==> config.mk <==
export PLATFORM = sky130hd
export DESIGN_NAME = prog_sequencer
export DESIGN_NICKNAME = d
export VERILOG_FILES = /design/src/rtl/prog_seq_pkg.sv /design/src/rtl/ret_addr_stack.sv /design/src/rtl/prog_sequencer.sv
export SDC_FILE = /design/constraint.sdc
export NUM_CORES = 1
export LEC_CHECK = 0
export CAP_MARGIN = 15
export CORE_MARGIN = 5
export CORE_UTILIZATION = 30
export CTS_CLUSTER_DIAMETER = 200
export DETAILED_ROUTE_END_ITERATION = 8
export GPL_TIMING_DRIVEN = 1
export MAX_ROUTING_LAYER = met4
export PLACE_DENSITY = 0.47
export SLEW_MARGIN = 20
export SYNTH_ARGS = -nofsm -noshare
export SYNTH_HDL_FRONTEND = slang
export SYNTH_SLANG_ARGS = --single-unit
==> constraint.sdc <==
create_clock -name Clk -period 6.54 [get_ports Clk]
set_clock_uncertainty 0.1 [all_clocks]
set_input_delay 1.635 -clock Clk [delete_from_list [all_inputs] [get_ports Clk]]
set_output_delay 1.635 -clock Clk [all_outputs]
set_load 0.01 [all_outputs]
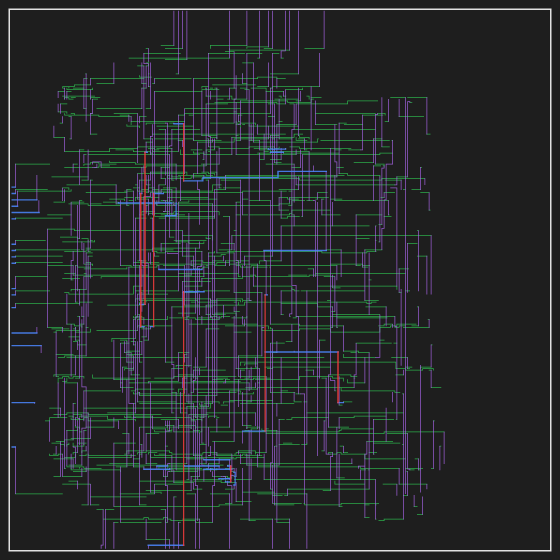
(images/layers.png)
- M3: blue (wire length 190 um)
- M1: green (wire length 4210 um)
- M2: purple (wire length 4130 um)
- M4: red (wire length 200 um)
GRT Total Usage: 0.145
vias post-DR: 2529
post-DR wirelength/cell: 18.3 um
final WL: 8730 um

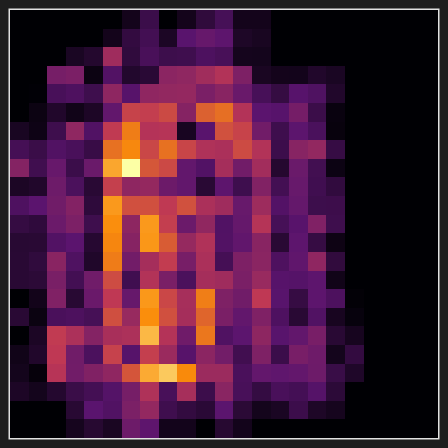
(images/route_heat.png)
The die is cut into 23 by 23 equal tiles; black is low, pale yellow is high, scaled to the fullest tile. Values are wire area over tile area, all layers added.
- fullest tile: 0.49
- mean over tiles: 0.10
- emptiest ninth of the die: upper right
- tiles over half the peak: 10%
- nearly empty tiles: 30%

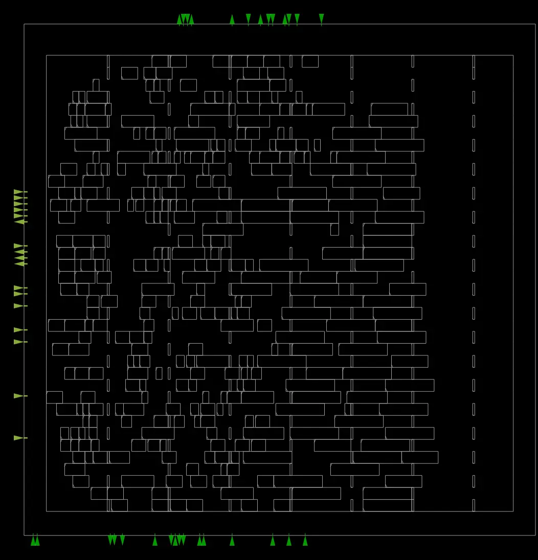
(images/placed.png)
Finished Core Util: 0.388
Seq area share: 0.397

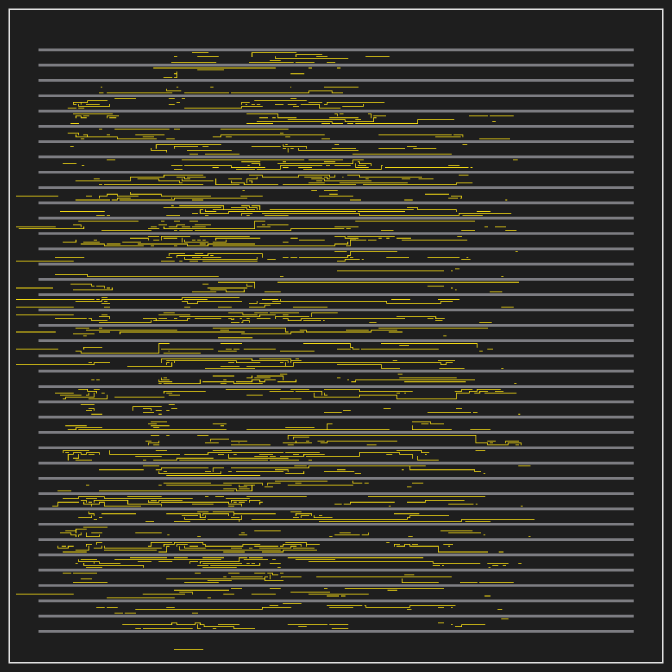
(images/m1.png)
Supply wires on this layer in gray.
- main direction: horizontal
- share of all routed wire: 48%
- wire length on this layer: 4210 um
grt met1 use: 0.192

==> impl_metrics.ini <==
; synthesis and place-and-route metrics
[timing]
drv_slew = 0
rsz0062_at_grt = no
hold_viol = 0
post-route-min-period_ns = 4.22

[floorplan]
nWellTaps = 140
fp_util = 0.308

[outcome]
outcome = finished, final reports clean

[cts]
clkSlewWorstSetupHoldPaths_ns = 0.05
cts-htree-levels = 3

[setup_path]
critical_path_required_ns = 6.37
cp.arrival_ns = 4.05

[synthesis]
async_flop_share = 0
netlist-cell-type-count = 51

[run]
tool_warnings = 34

[power]
netSwitchingPower_mw = 0.188
p_clk_mw = 0.483
clockPowerShare = 0.501
irDropWorstVdd_mv = 0.117

[finish]
ff_count = 62

[global_route]
grt_pass1_wl_um = 14100
antenna_found_initial = 0
